==> src/rtl/pipe_hazard_unit_if.sv <==
// Hazard-unit bundle: pipeline register fields in, stall/flush/forward controls out.
// master = datapath side, slave = pipe_hazard_unit.
interface pipe_hazard_unit_if #(
  parameter int CNT_W = 32
);
  logic [4:0]       ifid_rs;
  logic [4:0]       ifid_rt;
  logic             ifid_uses_rt;
  logic [4:0]       idex_rs;
  logic [4:0]       idex_rt;
  logic             idex_MemtoReg;
  logic             idex_RegWrite;
  logic [4:0]       exmem_wreg;
  logic             exmem_RegWrite;
  logic [4:0]       memwb_wreg;
  logic             memwb_RegWrite;
  logic             ex_redirect;
  logic             mem_req;
  logic             mem_ready;
  logic             pc_write;
  logic             ifid_write;
  logic             ifid_flush;
  logic             idex_bubble;
  logic             pipe_hold;
  logic [1:0]       fwd_a;
  logic [1:0]       fwd_b;
  logic [CNT_W-1:0] stall_cnt;
  logic [CNT_W-1:0] flush_cnt;
  logic [CNT_W-1:0] wait_cnt;

  modport master (
    output ifid_rs, ifid_rt, ifid_uses_rt,
    output idex_rs, idex_rt, idex_MemtoReg, idex_RegWrite,
    output exmem_wreg, exmem_RegWrite,
    output memwb_wreg, memwb_RegWrite,
    output ex_redirect, mem_req, mem_ready,
    input  pc_write, ifid_write, ifid_flush,
    input  idex_bubble, pipe_hold, fwd_a, fwd_b,
    input  stall_cnt, flush_cnt, wait_cnt
  );

  modport slave (
    input  ifid_rs, ifid_rt, ifid_uses_rt,
    input  idex_rs, idex_rt, idex_MemtoReg, idex_RegWrite,
    input  exmem_wreg, exmem_RegWrite,
    input  memwb_wreg, memwb_RegWrite,
    input  ex_redirect, mem_req, mem_ready,
    output pc_write, ifid_write, ifid_flush,
    output idex_bubble, pipe_hold, fwd_a, fwd_b,
    output stall_cnt, flush_cnt, wait_cnt
  );
endinterface

==> src/rtl/pipe_hazard_unit.sv <==
// ID/EX hazard controller: forwarding, load-use stall, redirect flush, dmem wait.
// Optional perf counters enabled by defining HAZARD_PERF_EN.
module pipe_hazard_unit #(
  parameter int FLUSH_CYCLES = 1,
  parameter int CNT_W        = 32
) (
  input logic              clk,
  input logic              rst,
  pipe_hazard_unit_if.slave hz
);

  typedef enum logic [1:0] {
    RUN,
    LD_STALL,
    BR_FLUSH,
    MEM_WAIT
  } state_t;

  state_t     state_q, state_d;
  logic [1:0] fcnt_q, fcnt_d;
  logic       pend_q, pend_d;

  logic load_use, mem_wait;
  logic do_redir, do_freeze, do_lu;
  logic pc_write, ifid_write, ifid_flush;
  logic idex_bubble, pipe_hold;

  function automatic logic [1:0] fwd_sel(
    input logic [4:0] src,
    input logic       em_we,
    input logic [4:0] em_rd,
    input logic       mw_we,
    input logic [4:0] mw_rd
  );
    if (em_we && em_rd != 5'd0 && em_rd == src)
      return 2'b10;
    else if (mw_we && mw_rd != 5'd0 && mw_rd == src)
      return 2'b01;
    else
      return 2'b00;
  endfunction

  assign load_use = hz.idex_MemtoReg && hz.idex_RegWrite &&
                    hz.idex_rt != 5'd0 &&
                    (hz.idex_rt == hz.ifid_rs ||
                     (hz.ifid_uses_rt && hz.idex_rt == hz.ifid_rt));
  assign mem_wait = hz.mem_req && !hz.mem_ready;

  always_comb begin
    state_d   = state_q;
    fcnt_d    = fcnt_q;
    pend_d    = pend_q;
    do_redir  = 1'b0;
    do_freeze = 1'b0;
    do_lu     = 1'b0;
    unique case (state_q)
      RUN, LD_STALL: begin
        state_d = RUN;
        if (mem_wait) begin
          do_freeze = 1'b1;
          state_d   = MEM_WAIT;
          if (hz.ex_redirect) pend_d = 1'b1;
        end else if (hz.ex_redirect) begin
          do_redir = 1'b1;
        end else if (load_use && state_q == RUN) begin
          do_lu = 1'b1;
        end
      end
      BR_FLUSH: begin
        if (mem_wait) begin
          do_freeze = 1'b1;
        end else if (hz.ex_redirect) begin
          do_redir = 1'b1;
        end else begin
          fcnt_d = 2'(fcnt_q - 2'd1);
          if (fcnt_q <= 2'd1) state_d = RUN;
        end
      end
      MEM_WAIT: begin
        if (!hz.mem_ready) begin
          do_freeze = 1'b1;
        end else if (pend_q || hz.ex_redirect) begin
          do_redir = 1'b1;
          pend_d   = 1'b0;
        end else if (load_use) begin
          do_lu = 1'b1;
        end else begin
          state_d = RUN;
        end
      end
      default: state_d = RUN;
    endcase
    if (do_redir) begin
      if (FLUSH_CYCLES > 1) begin
        state_d = BR_FLUSH;
        fcnt_d  = 2'(FLUSH_CYCLES - 1);
      end else begin
        state_d = RUN;
      end
    end
    if (do_lu) state_d = LD_STALL;
  end

  // Output decode; reset overrides everything in the same cycle.
  always_comb begin
    pc_write    = 1'b1;
    ifid_write  = 1'b1;
    ifid_flush  = (state_q == BR_FLUSH);
    idex_bubble = 1'b0;
    pipe_hold   = 1'b0;
    if (do_freeze) begin
      pc_write   = 1'b0;
      ifid_write = 1'b0;
      pipe_hold  = 1'b1;
    end
    if (do_redir) begin
      pc_write    = 1'b1;
      ifid_flush  = 1'b1;
      idex_bubble = 1'b1;
    end
    if (do_lu) begin
      pc_write    = 1'b0;
      ifid_write  = 1'b0;
      idex_bubble = 1'b1;
    end
    if (rst) begin
      pc_write    = 1'b0;
      ifid_write  = 1'b0;
      ifid_flush  = 1'b1;
      idex_bubble = 1'b1;
      pipe_hold   = 1'b0;
    end
  end

  always_ff @(posedge clk) begin
    if (rst) begin
      state_q <= RUN;
      fcnt_q  <= 2'd0;
      pend_q  <= 1'b0;
    end else begin
      state_q <= state_d;
      fcnt_q  <= fcnt_d;
      pend_q  <= pend_d;
    end
  end

  assign hz.pc_write    = pc_write;
  assign hz.ifid_write  = ifid_write;
  assign hz.ifid_flush  = ifid_flush;
  assign hz.idex_bubble = idex_bubble;
  assign hz.pipe_hold   = pipe_hold;

  assign hz.fwd_a = rst ? 2'b00 :
    fwd_sel(hz.idex_rs, hz.exmem_RegWrite, hz.exmem_wreg,
            hz.memwb_RegWrite, hz.memwb_wreg);
  assign hz.fwd_b = rst ? 2'b00 :
    fwd_sel(hz.idex_rt, hz.exmem_RegWrite, hz.exmem_wreg,
            hz.memwb_RegWrite, hz.memwb_wreg);

`ifdef HAZARD_PERF_EN
  logic [CNT_W-1:0] stall_q, flush_q, wait_q;
  localparam logic [CNT_W-1:0] ONE = CNT_W'(1);

  // Load-use is the only response that bubbles without flushing IF/ID.
  always_ff @(posedge clk) begin
    if (rst) begin
      stall_q <= '0;
      flush_q <= '0;
      wait_q  <= '0;
    end else begin
      if (idex_bubble && !ifid_flush && stall_q != '1)
        stall_q <= stall_q + ONE;
      if (ifid_flush && flush_q != '1)
        flush_q <= flush_q + ONE;
      if (state_q == MEM_WAIT && wait_q != '1)
        wait_q <= wait_q + ONE;
    end
  end

  assign hz.stall_cnt = stall_q;
  assign hz.flush_cnt = flush_q;
  assign hz.wait_cnt  = wait_q;
`else
  assign hz.stall_cnt = {CNT_W{1'b0}};
  assign hz.flush_cnt = {CNT_W{1'b0}};
  assign hz.wait_cnt  = {CNT_W{1'b0}};
`endif

endmodule

==> src/flat_wrapper.sv <==
// flat-port wrapper written by rule: the top's interface ports become plain ports
module pipe_hazard_unit_flat 
#(
  parameter int FLUSH_CYCLES = 1,
  parameter int CNT_W        = 32
)
  (clk, rst, hz_ifid_rs, hz_ifid_rt, hz_ifid_uses_rt, hz_idex_rs, hz_idex_rt, hz_idex_MemtoReg, hz_idex_RegWrite, hz_exmem_wreg, hz_exmem_RegWrite, hz_memwb_wreg, hz_memwb_RegWrite, hz_ex_redirect, hz_mem_req, hz_mem_ready, hz_pc_write, hz_ifid_write, hz_ifid_flush, hz_idex_bubble, hz_pipe_hold, hz_fwd_a, hz_fwd_b, hz_stall_cnt, hz_flush_cnt, hz_wait_cnt);
  pipe_hazard_unit_if #(.CNT_W(CNT_W)) hz_i ();
  input logic clk;
  input logic rst;
  input wire logic [$bits(hz_i.ifid_rs)-1:0] hz_ifid_rs;
  input wire logic [$bits(hz_i.ifid_rt)-1:0] hz_ifid_rt;
  input wire logic [$bits(hz_i.ifid_uses_rt)-1:0] hz_ifid_uses_rt;
  input wire logic [$bits(hz_i.idex_rs)-1:0] hz_idex_rs;
  input wire logic [$bits(hz_i.idex_rt)-1:0] hz_idex_rt;
  input wire logic [$bits(hz_i.idex_MemtoReg)-1:0] hz_idex_MemtoReg;
  input wire logic [$bits(hz_i.idex_RegWrite)-1:0] hz_idex_RegWrite;
  input wire logic [$bits(hz_i.exmem_wreg)-1:0] hz_exmem_wreg;
  input wire logic [$bits(hz_i.exmem_RegWrite)-1:0] hz_exmem_RegWrite;
  input wire logic [$bits(hz_i.memwb_wreg)-1:0] hz_memwb_wreg;
  input wire logic [$bits(hz_i.memwb_RegWrite)-1:0] hz_memwb_RegWrite;
  input wire logic [$bits(hz_i.ex_redirect)-1:0] hz_ex_redirect;
  input wire logic [$bits(hz_i.mem_req)-1:0] hz_mem_req;
  input wire logic [$bits(hz_i.mem_ready)-1:0] hz_mem_ready;
  output wire logic [$bits(hz_i.pc_write)-1:0] hz_pc_write;
  output wire logic [$bits(hz_i.ifid_write)-1:0] hz_ifid_write;
  output wire logic [$bits(hz_i.ifid_flush)-1:0] hz_ifid_flush;
  output wire logic [$bits(hz_i.idex_bubble)-1:0] hz_idex_bubble;
  output wire logic [$bits(hz_i.pipe_hold)-1:0] hz_pipe_hold;
  output wire logic [$bits(hz_i.fwd_a)-1:0] hz_fwd_a;
  output wire logic [$bits(hz_i.fwd_b)-1:0] hz_fwd_b;
  output wire logic [$bits(hz_i.stall_cnt)-1:0] hz_stall_cnt;
  output wire logic [$bits(hz_i.flush_cnt)-1:0] hz_flush_cnt;
  output wire logic [$bits(hz_i.wait_cnt)-1:0] hz_wait_cnt;
  assign hz_i.ifid_rs = hz_ifid_rs;
  assign hz_i.ifid_rt = hz_ifid_rt;
  assign hz_i.ifid_uses_rt = hz_ifid_uses_rt;
  assign hz_i.idex_rs = hz_idex_rs;
  assign hz_i.idex_rt = hz_idex_rt;
  assign hz_i.idex_MemtoReg = hz_idex_MemtoReg;
  assign hz_i.idex_RegWrite = hz_idex_RegWrite;
  assign hz_i.exmem_wreg = hz_exmem_wreg;
  assign hz_i.exmem_RegWrite = hz_exmem_RegWrite;
  assign hz_i.memwb_wreg = hz_memwb_wreg;
  assign hz_i.memwb_RegWrite = hz_memwb_RegWrite;
  assign hz_i.ex_redirect = hz_ex_redirect;
  assign hz_i.mem_req = hz_mem_req;
  assign hz_i.mem_ready = hz_mem_ready;
  assign hz_pc_write = hz_i.pc_write;
  assign hz_ifid_write = hz_i.ifid_write;
  assign hz_ifid_flush = hz_i.ifid_flush;
  assign hz_idex_bubble = hz_i.idex_bubble;
  assign hz_pipe_hold = hz_i.pipe_hold;
  assign hz_fwd_a = hz_i.fwd_a;
  assign hz_fwd_b = hz_i.fwd_b;
  assign hz_stall_cnt = hz_i.stall_cnt;
  assign hz_flush_cnt = hz_i.flush_cnt;
  assign hz_wait_cnt = hz_i.wait_cnt;
  pipe_hazard_unit #(.FLUSH_CYCLES(FLUSH_CYCLES), .CNT_W(CNT_W)) u_core (.clk(clk), .rst(rst), .hz(hz_i));
endmodule
==> config.mk <==
export PLATFORM = sky130hd
export DESIGN_NAME = pipe_hazard_unit_flat
export DESIGN_NICKNAME = d
export VERILOG_FILES = /design/src/rtl/pipe_hazard_unit_if.sv /design/src/rtl/pipe_hazard_unit.sv /design/src/flat_wrapper.sv
export SDC_FILE = /design/constraint.sdc
export NUM_CORES = 1
export LEC_CHECK = 0
export CAP_MARGIN = 40
export CORE_MARGIN = 1
export CORE_UTILIZATION = 31
export DETAILED_ROUTE_END_ITERATION = 8
export HOLD_SLACK_MARGIN = 0.15
export PLACE_DENSITY = 0.79
export SLEW_MARGIN = 10
export SYNTH_ARGS = -nofsm -noshare
export SYNTH_HDL_FRONTEND = slang
export SYNTH_SLANG_ARGS = --single-unit
==> constraint.sdc <==
create_clock -name clk -period 2.1 [get_ports clk]
set_clock_uncertainty 0.15 [all_clocks]
set_input_delay 0.42 -clock clk [delete_from_list [all_inputs] [get_ports clk]]
set_output_delay 0.42 -clock clk [all_outputs]
set_load 0.02 [all_outputs]
==> images/met2.png <==
(4 px per µm)
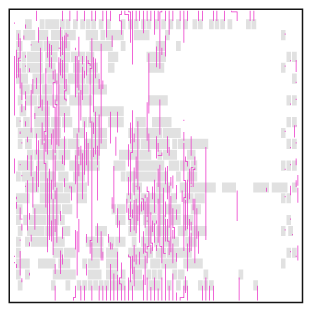
nets with wire on the layer: 311
main direction: vertical
wire length on this layer: 1810 µm
share of all routed wire: 53%

==> images/pins.png <==
(6 px per µm) Pins as bars across the die edge, other pins in gray.
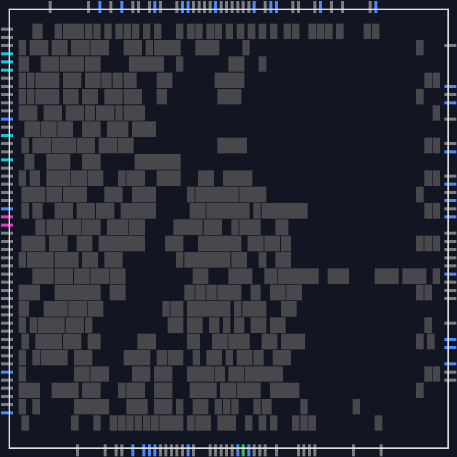
legend:
  magenta:
    port: hz_fwd_b
    pins: 2
    direction: output
    edge: west
  green:
    port: hz_mem_req
    pins: 1
    direction: input
    edge: south
  cyan:
    port: hz_idex_rs
    pins: 5
    direction: input
    edge: west
  blue:
    port: hz_flush_cnt
    pins: 32
    direction: output
    edge: 11 north, 10 east, 7 south, 4 west
all pins by edge: 48 west, 36 north, 33 south, 28 east
Die W: 72.9 µm
# port buffers: 48

==> ci_impl_report.md <==
### Flow metrics

| Metric | Value |
|---|---|
| Area Growth Syn to Fin | `42.5%` |
| Routed Wire Length | `3.41 mm` |
| Dominant cell area share | `46.2%` |
| Placer's final routability congestion estimate | `0.755` |
| Distinct cells, synth | `38` |
| Failing checks | `setup timing` |
| Endpoints failing setup | `7` |
| Ys flop type | `dfxtp_1` |
| CTS sink count | `5` |
| Final period util | `110%` |
| WL/cell | `9.49 µm` |
| Slowest CP cell | `or4_4` |
| Hpwl dp | `2.85 mm` |
| Initial antenna violation count | `0` |
| Clk_lat worst skew | `0.22 ns` |
| Outcome | `finished, violations left` |
| Worst path max stage delay | `0.53 ns` |
| Most common logic cells in the final layout | `conb_1 (96), buf_4 (41), xnor2_1 (22)` |
| RSZ-0062 raised after global routing | `true` |
| Placed cell count | `343` |
| Final Util | `46.4%` |
| Tot Pwr | `0.000750 W` |
| Share of cells above drive strength 1 | `33.9%` |
| Power Density | `338 nW/µm²` |
| Dpl ws | `-1.14 ns` |
| Final Worst Setup Slack | `-0.201 ns` |
| CP Class | `input pin to output port` |
| Drt first pass iters | `4` |
| CTS tree | `yes` |
| CTS root buffer | `clkbuf_8` |
| CTS Hold Bufs | `0` |
==> images/metal_stack.png <==
(4 px per µm) Only two layers are drawn.
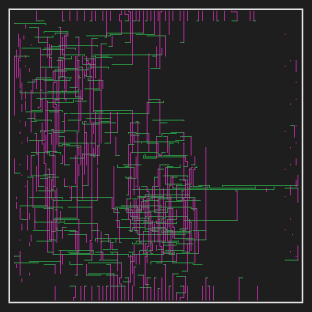
legend:
  magenta:
    layer: met2
    wire_length: 1810 µm
  green:
    layer: met1
    wire_length: 1240 µm

==> images/zoom.png <==
Window x 16 to 56, y 16 to 56 µm. Cells in gray, sequential cells in the stronger gray; small squares are vias.
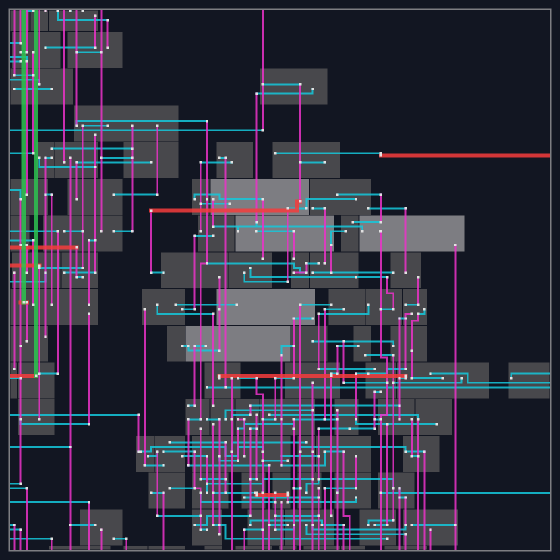
legend:
  green:
    layer: met4
  cyan:
    layer: met1
  red:
    layer: met3
  magenta:
    layer: met2
sequential cells in the window: 5
netlist names of flops here include: u_core.fcnt_q (2), u_core.state_q (2)
most frequent: buf_4 (16), buf_6 (6), xnor2_1 (5)
cells with their middle in the window: 75

## cell families after synthesis
group	after synthesis	share of synthesized area, %
compound gates	21	9.87
buf+inv	107	51.0
flops	5	6.42
xor+xnor	31	17.4
simple gates	38	13.6
other cells	1	0.241
fa+ha+maj	1	0.802
mux	1	0.642
## area by class of cell
type                    count  share of cell area, %
clock buffers               4                   2.03
inverters                   3                  0.507
multi-input cells         188                   53.1
flip-flops and latches      5                   4.62
well taps                  67                   3.77
repair buffers             92                   35.9
## synth_stat cells, drive strengths merged, types with 2 or more instances
| cell | n |
|---|---|
| or4 | 4 |
| nand3 | 5 |
| xnor2 | 23 |
| inv | 3 |
| a211oi | 4 |
| buf | 102 |
| clkbuf | 2 |
| nor3 | 6 |
| nor2 | 3 |
| nor2b | 3 |
| dfxtp | 5 |
| nor4 | 4 |
| o21ai | 4 |
| o21bai | 2 |
| xor2 | 8 |
| nand4 | 2 |
| a21oi | 5 |
| nand2 | 7 |
## flip-flops by register name (all words and copies together) (netlist names)
name            cells
u_core.fcnt_q       2
u_core.pend_q       1
u_core.state_q      2
## where the power goes
group	total, W	switching (W)	internal (W)
Sequential	0.000103	0.00000305	0.0000997
Combinational	0.000472	0.000288	0.000184
Clock	0.000175	0.0000451	0.000130
## tightest hold or removal path, delay by kind of cell, from the launching register on
kind,cells,cell delay [ns]
mux,1,0.07
flops,1,0.33
simple gates,1,0.08
## final timing paths
path	startpoint	depth (start not counted)	slack, ns	end
worst max register to register	u_core.state_q[0]$_SDFFE_PP0P_	6	0.31	u_core.state_q[1]$_SDFFE_PP0P_
worst min register to register	u_core.fcnt_q[1]$_SDFFE_PP0P_	2	0.36	u_core.fcnt_q[1]$_SDFFE_PP0P_
worst min-delay path	u_core.fcnt_q[1]$_SDFFE_PP0P_	2	0.36	u_core.fcnt_q[1]$_SDFFE_PP0P_
worst max-delay path	hz_exmem_wreg[4]	7	-0.20	hz_fwd_a[0]
## what timing repair did
item / 4_1_cts / 5_1_grt
pin swaps: 24 / 16
setup endpoints to repair: 9 / 8
gates resized: 132 / 36
setup buffers: 8 / 4
## stage by stage
stage | hold slack (ns) | TNS (ns)
finish | 0.365 | -1.09
global route | 0.404 | -1.38
CTS | 0.372 | -1.18
detailed placement | 0.363 | -7.77
global placement | 0.344 | -7.70
floorplan | 0.323 | -0.399
## layer usage
| layer | routed length, µm | global-route usage, % |
|---|---|---|
| met1 | 1240 | 12.9 |
| met2 | 1810 | 23.4 |
| met5 | 0 | 0 |
| met3 | 283 | 3.31 |
| met4 | 65 | 5.01 |
Power figures rest on the tool's default switching activity, not on a simulated workload.
